===== src/rtl/ifu_fetch_if.sv =====
// Fetch unit signal bundle: core-side instruction handshake and memory read port.
// master is the fetch unit's view; slave is the core/memory side.
interface ifu_fetch_if;
  logic [31:0] next_pc;
  logic [31:0] inst;
  logic [31:0] inst_pc;
  logic        inst_valid;
  logic        inst_ready;
  logic [1:0]  fault;
  logic        mem_req_valid;
  logic        mem_req_ready;
  logic [31:0] mem_addr;
  logic        mem_rsp_valid;
  logic [31:0] mem_rsp_data;
  logic        mem_rsp_err;

  modport master (
    input  next_pc, inst_ready, mem_req_ready, mem_rsp_valid, mem_rsp_data, mem_rsp_err,
    output inst, inst_pc, inst_valid, fault, mem_req_valid, mem_addr
  );

  modport slave (
    output next_pc, inst_ready, mem_req_ready, mem_rsp_valid, mem_rsp_data, mem_rsp_err,
    input  inst, inst_pc, inst_valid, fault, mem_req_valid, mem_addr
  );
endinterface


===== src/rtl/ifu_fetch.sv =====
// Instruction fetch unit: one word read per instruction, REQ -> WAIT -> HOLD, no pipelining.
// The core supplies every next PC; this block only checks alignment and bounds the wait.
module ifu_fetch #(
  parameter logic [31:0] RESET_PC   = 32'h8000_0000,
  parameter logic [31:0] RESET_INST = 32'h0000_0013,
  parameter int unsigned TIMEOUT    = 16
) (
  input logic         clk,
  input logic         rst,
  ifu_fetch_if.master bus
);

  localparam int unsigned CntW = (TIMEOUT > 2) ? $clog2(TIMEOUT) : 1;
  localparam logic [CntW-1:0] CntMax = CntW'(TIMEOUT - 1);

  typedef enum logic [1:0] {StReq, StWait, StHold} state_e;

  state_e          state_q, state_d;
  logic [31:0]     pc_q, pc_d;
  logic [31:0]     inst_q, inst_d;
  logic [31:0]     inst_pc_q, inst_pc_d;
  logic [1:0]      fault_q, fault_d;
  logic [CntW-1:0] cnt_q, cnt_d;

  always_ff @(posedge clk) begin
    if (rst) begin
      state_q   <= StReq;
      pc_q      <= RESET_PC;
      inst_q    <= RESET_INST;
      inst_pc_q <= RESET_PC;
      fault_q   <= 2'd0;
      cnt_q     <= '0;
    end else begin
      state_q   <= state_d;
      pc_q      <= pc_d;
      inst_q    <= inst_d;
      inst_pc_q <= inst_pc_d;
      fault_q   <= fault_d;
      cnt_q     <= cnt_d;
    end
  end

  always_comb begin
    state_d   = state_q;
    pc_d      = pc_q;
    inst_d    = inst_q;
    inst_pc_d = inst_pc_q;
    fault_d   = fault_q;
    cnt_d     = cnt_q;
    unique case (state_q)
      StReq: begin
        if (bus.mem_req_ready) state_d = StWait;
      end
      StWait: begin
        cnt_d = cnt_q + 1'b1;
        // A response in the last allowed cycle still wins over the timeout.
        if (bus.mem_rsp_valid) begin
          inst_d    = bus.mem_rsp_data;
          inst_pc_d = pc_q;
          fault_d   = bus.mem_rsp_err ? 2'd2 : 2'd0;
          state_d   = StHold;
        end else if (cnt_q == CntMax) begin
          inst_d  = RESET_INST;
          fault_d = 2'd3;
          state_d = StHold;
        end
      end
      StHold: begin
        if (bus.inst_ready) begin
          pc_d  = bus.next_pc;
          cnt_d = '0;
          // Misaligned target is reported without touching memory.
          if (bus.next_pc[1:0] != 2'b00) begin
            inst_d    = RESET_INST;
            inst_pc_d = bus.next_pc;
            fault_d   = 2'd1;
          end else begin
            state_d = StReq;
          end
        end
      end
      default: state_d = StReq;
    endcase
  end

  assign bus.mem_req_valid = (state_q == StReq) & ~rst;
  assign bus.inst_valid    = (state_q == StHold) & ~rst;
  assign bus.mem_addr      = {pc_q[31:2], 2'b00};
  assign bus.inst          = inst_q;
  assign bus.inst_pc       = inst_pc_q;
  assign bus.fault         = fault_q;

endmodule


===== src/flat_wrapper.sv =====
// flat-port wrapper written by rule: the top's interface ports become plain ports
module ifu_fetch_flat 
#(
  parameter logic [31:0] RESET_PC   = 32'h8000_0000,
  parameter logic [31:0] RESET_INST = 32'h0000_0013,
  parameter int unsigned TIMEOUT    = 16
)
  (clk, rst, bus_next_pc, bus_inst_ready, bus_mem_req_ready, bus_mem_rsp_valid, bus_mem_rsp_data, bus_mem_rsp_err, bus_inst, bus_inst_pc, bus_inst_valid, bus_fault, bus_mem_req_valid, bus_mem_addr);
  ifu_fetch_if bus_i ();
  input logic clk;
  input logic rst;
  input wire logic [$bits(bus_i.next_pc)-1:0] bus_next_pc;
  input wire logic [$bits(bus_i.inst_ready)-1:0] bus_inst_ready;
  input wire logic [$bits(bus_i.mem_req_ready)-1:0] bus_mem_req_ready;
  input wire logic [$bits(bus_i.mem_rsp_valid)-1:0] bus_mem_rsp_valid;
  input wire logic [$bits(bus_i.mem_rsp_data)-1:0] bus_mem_rsp_data;
  input wire logic [$bits(bus_i.mem_rsp_err)-1:0] bus_mem_rsp_err;
  output wire logic [$bits(bus_i.inst)-1:0] bus_inst;
  output wire logic [$bits(bus_i.inst_pc)-1:0] bus_inst_pc;
  output wire logic [$bits(bus_i.inst_valid)-1:0] bus_inst_valid;
  output wire logic [$bits(bus_i.fault)-1:0] bus_fault;
  output wire logic [$bits(bus_i.mem_req_valid)-1:0] bus_mem_req_valid;
  output wire logic [$bits(bus_i.mem_addr)-1:0] bus_mem_addr;
  assign bus_i.next_pc = bus_next_pc;
  assign bus_i.inst_ready = bus_inst_ready;
  assign bus_i.mem_req_ready = bus_mem_req_ready;
  assign bus_i.mem_rsp_valid = bus_mem_rsp_valid;
  assign bus_i.mem_rsp_data = bus_mem_rsp_data;
  assign bus_i.mem_rsp_err = bus_mem_rsp_err;
  assign bus_inst = bus_i.inst;
  assign bus_inst_pc = bus_i.inst_pc;
  assign bus_inst_valid = bus_i.inst_valid;
  assign bus_fault = bus_i.fault;
  assign bus_mem_req_valid = bus_i.mem_req_valid;
  assign bus_mem_addr = bus_i.mem_addr;
  ifu_fetch #(.RESET_PC(RESET_PC), .RESET_INST(RESET_INST), .TIMEOUT(TIMEOUT)) u_core (.clk(clk), .rst(rst), .bus(bus_i));
endmodule

===== config.mk =====
export PLATFORM = sky130hd
export DESIGN_NAME = ifu_fetch_flat
export DESIGN_NICKNAME = d
export VERILOG_FILES = /design/src/rtl/ifu_fetch_if.sv /design/src/rtl/ifu_fetch.sv /design/src/flat_wrapper.sv
export SDC_FILE = /design/constraint.sdc
export NUM_CORES = 1
export LEC_CHECK = 0
export CAP_MARGIN = 20
export CORE_UTILIZATION = 24
export DETAILED_ROUTE_END_ITERATION = 8
export SLEW_MARGIN = 25
export SYNTH_ARGS = -nofsm -noshare
export SYNTH_HDL_FRONTEND = slang
export SYNTH_SLANG_ARGS = --single-unit

===== constraint.sdc =====
create_clock -name clk -period 3.1 [get_ports clk]
set_clock_uncertainty 0.1 [all_clocks]
set_input_delay 0.93 -clock clk [delete_from_list [all_inputs] [get_ports clk]]
set_output_delay 0.93 -clock clk [all_outputs]
set_load 0.01 [all_outputs]

==> results.tsv <==
stage	metric	value	unit
run_status	status	completed	
run	maxCapViolCount	0	
clock_tree	clock-sinks	104	
die	die_w	143	um
setup_path	path_max_fanout	3	
grt	grt_max_degree	57	
route	vias_per_cell	4.25	
route	drt_iter0_drc	176	
power_and_ir_drop	swShare	27.0	%
yosys	synthCells	544	
timing	slew_viol_final	0	
die	core_area	19500	um2
yosys	async_reset_ff_share	0	%
layout	logic_area	2210	um2
timing	slew_headroom	50.1	%
grt	antenna_found_initial	0	
timing	setup_viol	0	
power_and_ir_drop	clkPwrFrac	35.6	%
clock_tree	cts_buffers	9	
yosys	ys_seq_share	43.6	%
power_and_ir_drop	p_int	0.00237	W
setup_path	critical_path_class	input pin to primary output	
die	io_pins	170	
yosys	area_leaders	dfxtp_1 (44%), nand2_1 (13%), a311oi_2 (8.8%), mux2i_1 (6.9%), buf_4 (5.7%)	
yosys	ys_cells	544	
route	wire_per_inst	14.0	um
layout	nets	734	
timing	fin_crit_sh	90.8	%
setup_path	cp-end-kind	primary output	
layout	drive_above_1_share	10.0	%
setup_path	crit_chain	buf_4 -> nor3_1 -> clkdlybuf4s50_1	
die	rows	51	
timing	rsz0062_at_grt	false	
setup_path	critPathTopFamily	buffers and inverters	
timing	hold_violations	0	
yosys	ys_seq_elements	104	
die	fp.dieArea	20500	um2
clock_tree	clock_path_buffers	2	
setup_path	slowest_stage	clkdlybuf4s50_1	
clock_tree	insertion_delay	0.35	ns
setup_path	critPathMaxStageDelay	0.57	ns
clock_tree	cts_setup_buffers	0	
setup_path	crit_arrival	1.78	ns
power_and_ir_drop	power.total	0.00324	W
layout	fin_area	6690	um2
yosys	syn_area	4780	um2
yosys	top_cell	nand2_1	
placed_design	place_congestion	0.692	
yosys	synth-edff-count	0	
route	top_layer	met4	
power_and_ir_drop	pwr-share-seq	45.0	%
layout	antenna_cells	0	
yosys	synth_warnings	0	
yosys	top_cells_by_count	nand2_1 (160), dfxtp_1 (104), nor2_1 (46), a21oi_1 (39), buf_4 (36)	
run	openroad.warnings	26	
power_and_ir_drop	peakVddDrop	0.237	mV
grt	grt_pass1_vias	3742	
grt	grt-ovfl-total	0	
timing	worst_slew_pin_slew	0.748	ns
power_and_ir_drop	pwr-share-comb	19.4	%
power_and_ir_drop	cellLeakagePower	2.36	nW
setup_path	path_buffers	2	
layout	synthToLayoutAreaGrowth	40.2	%
yosys	top_area_share	43.6	%
setup_path	worstSetupStartpointType	input pin	
power_and_ir_drop	p_switching	0.000877	W
hold_path	worstHoldPathType	flip-flop to flip-flop	
die	fp_util	24.5	%
placed_design	place_ws	0.299	ns
yosys	post_synth.cell_area_avg	8.78	um2
yosys	synth_cell_type_count	37	
placed_design	hpwl	8760	um
clock_tree	cts_resized	0	
layout	final_cell_mix	clkdlybuf4s50_1 (166), nand2_1 (160), dfxtp_1 (104)	
setup_path	required	2.07	ns
clock_tree	cts_hold_buf	0	
clock_tree	path_clk_slew	0.07	ns
timing	period_needed	2.81	ns
yosys	top_area_cell	dfxtp_1	
route	firstDrtPassIters	4	
route	antenna_left	0	
route	met1_length	5830	um
power_and_ir_drop	p_per_area	484	nW/um2
timing	max_freq	355	MHz
route	routed-wl-met3	523	um
grt	grt_pass1_wl	20200	um
timing	fin_tns_setup	0	ns
placed_design	io_buffers	167	
==> worst paths after layout <==
path,start,end,slack [ns],depth (start not counted)
max,rst,bus_mem_req_valid,0.29,3
min,u_core.pc_q[1]$_SDFFE_PP0P_,u_core.pc_q[1]$_SDFFE_PP0P_,0.36,2
max reg2reg,u_core.state_q[0]$_SDFFE_PP0P_,u_core.bus.inst_pc[11]$_SDFFE_PP0P_,1.04,5
min reg2reg,u_core.pc_q[1]$_SDFFE_PP0P_,u_core.pc_q[1]$_SDFFE_PP0P_,0.36,2
==> logic make-up (layout without fill, tap and decap cells) <==
logic type / Yosys count / in the layout / share of synthesized area, %
and+or+nand+nor: 252 / 252 / 23.1
muxes: 34 / 34 / 7.15
buffers and inverters: 74 / 197 / 10.5
other: 1 / 2 / 0.0785
DFF: 104 / 104 / 43.6
AOI/OAI and AO/OA: 78 / 78 / 15.4
adders and majority gates: 1 / 1 / 0.262
==> power by group through the flow <==
stage,Combinational [W],Clock (W),Sequential (W)
after CTS,0.000639,0.00120,0.00146
final,0.000629,0.00115,0.00146
after global placement,0.000634,0,0.00149
after floorplan,0.000349,0,0.00151
after global routing,0.000680,0.00125,0.00147
after detailed placement,0.000637,0,0.00149
==> layout make-up <==
type	instances	share of cell area [%]
clock inverter	5	0.860
inverter	2	0.112
sequential	104	31.1
clock buffer	11	3.48
tap	265	4.95
multi-input combinational	367	33.0
timing repair buffer	179	26.5
==> tightest hold or removal path, delay by kind of cell (launching register included) <==
kind | cells | cell delay [ns]
AND/OR/NAND/NOR | 1 | 0.05
AND-OR/OR-AND | 1 | 0.05
flip-flops | 1 | 0.31
==> sequential cells by signal, summed over array words and instances, names as in the netlist <==
name and cells:
u_core.pc_q 32, u_core.state_q 2, u_core.cnt_q 4, u_core.bus.fault 2
u_core.bus.inst_pc 32, u_core.bus.inst 32
Figure 1. Logic cells by family.
Scale: 3 px per um.
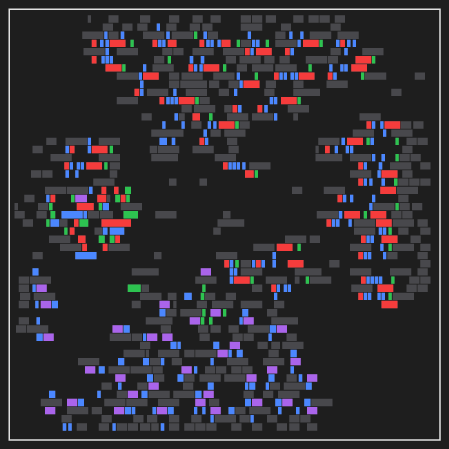
Purple shows mux cells, cells 34, most used mux2i_1. Red shows aoi and oai cells, cells 76, most used a21oi_1. Blue shows nand cells, cells 198, most used nand2_1, where widely spread. Green shows nor cells, cells 53, most used nor2_1.
Non-Filler Instances: 933
Commonest Layout Cell: clkdlybuf4s50_1
logic share of the area: 33.0%

Figure 2. Signal wires on met2.
Scale: 2 px per um.
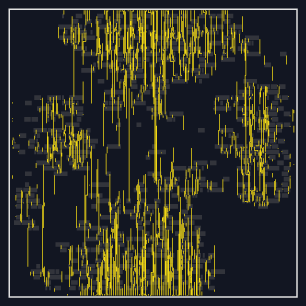
The wires run mostly vertical. The layer holds 48% of the routed length. The longest straight run is 58.0 um. 598 nets have wire on it.
Via Count: 3967
wirelength, routed: 13100 um

Figure 3. Sequential cells grouped by signal name.
Scale: 3 px per um. Other sequential cells in the stronger grey, the rest of the logic in the fainter grey.
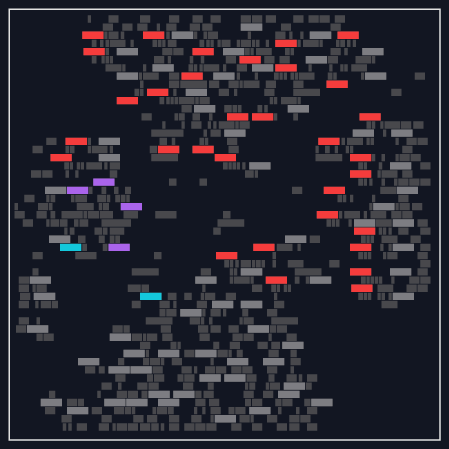
Red shows u_core.pc_q, sequential cells 32. Cyan shows u_core.bus.fault, sequential cells 2. Purple shows u_core.cnt_q, sequential cells 4, where west.
register area: 2080 um2
flop share of the area: 31.1%
fin util: 34.4%
P_seq: 0.00146 W

Figure 4. A small window of the routed layout.
Window x 52 to 92, y 80 to 120 um. Cells in grey, sequential cells in the stronger grey; small squares are vias.
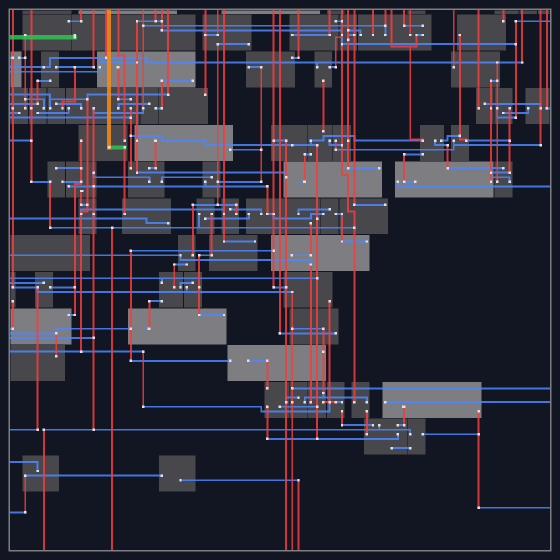
Blue shows M1. Red shows M2. Green shows M3. Orange shows M4.
Netlist names of flops here include u_core.pc_q (5), u_core.bus.inst_pc (4). Most frequent: nand2_1 (22), clkdlybuf4s50_1 (13), dfxtp_1 (9). 63 logic cells have their middle in the window. Sequential cells in the window: 9.

Figure 5. Routing congestion map.
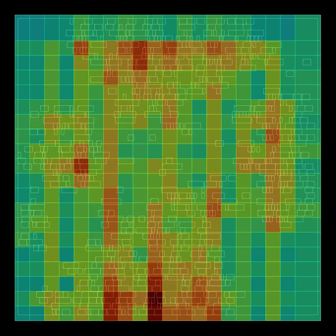
overall global routing resource usage: 13.1%
met2 Use GR: 21.9%
met1 track utilization from global routing: 15.8%
Global Route met3 Usage: 2.31%
Top Usage Layer GRT: met2

Power figures rest on the tool's default switching activity, not on a simulated workload.
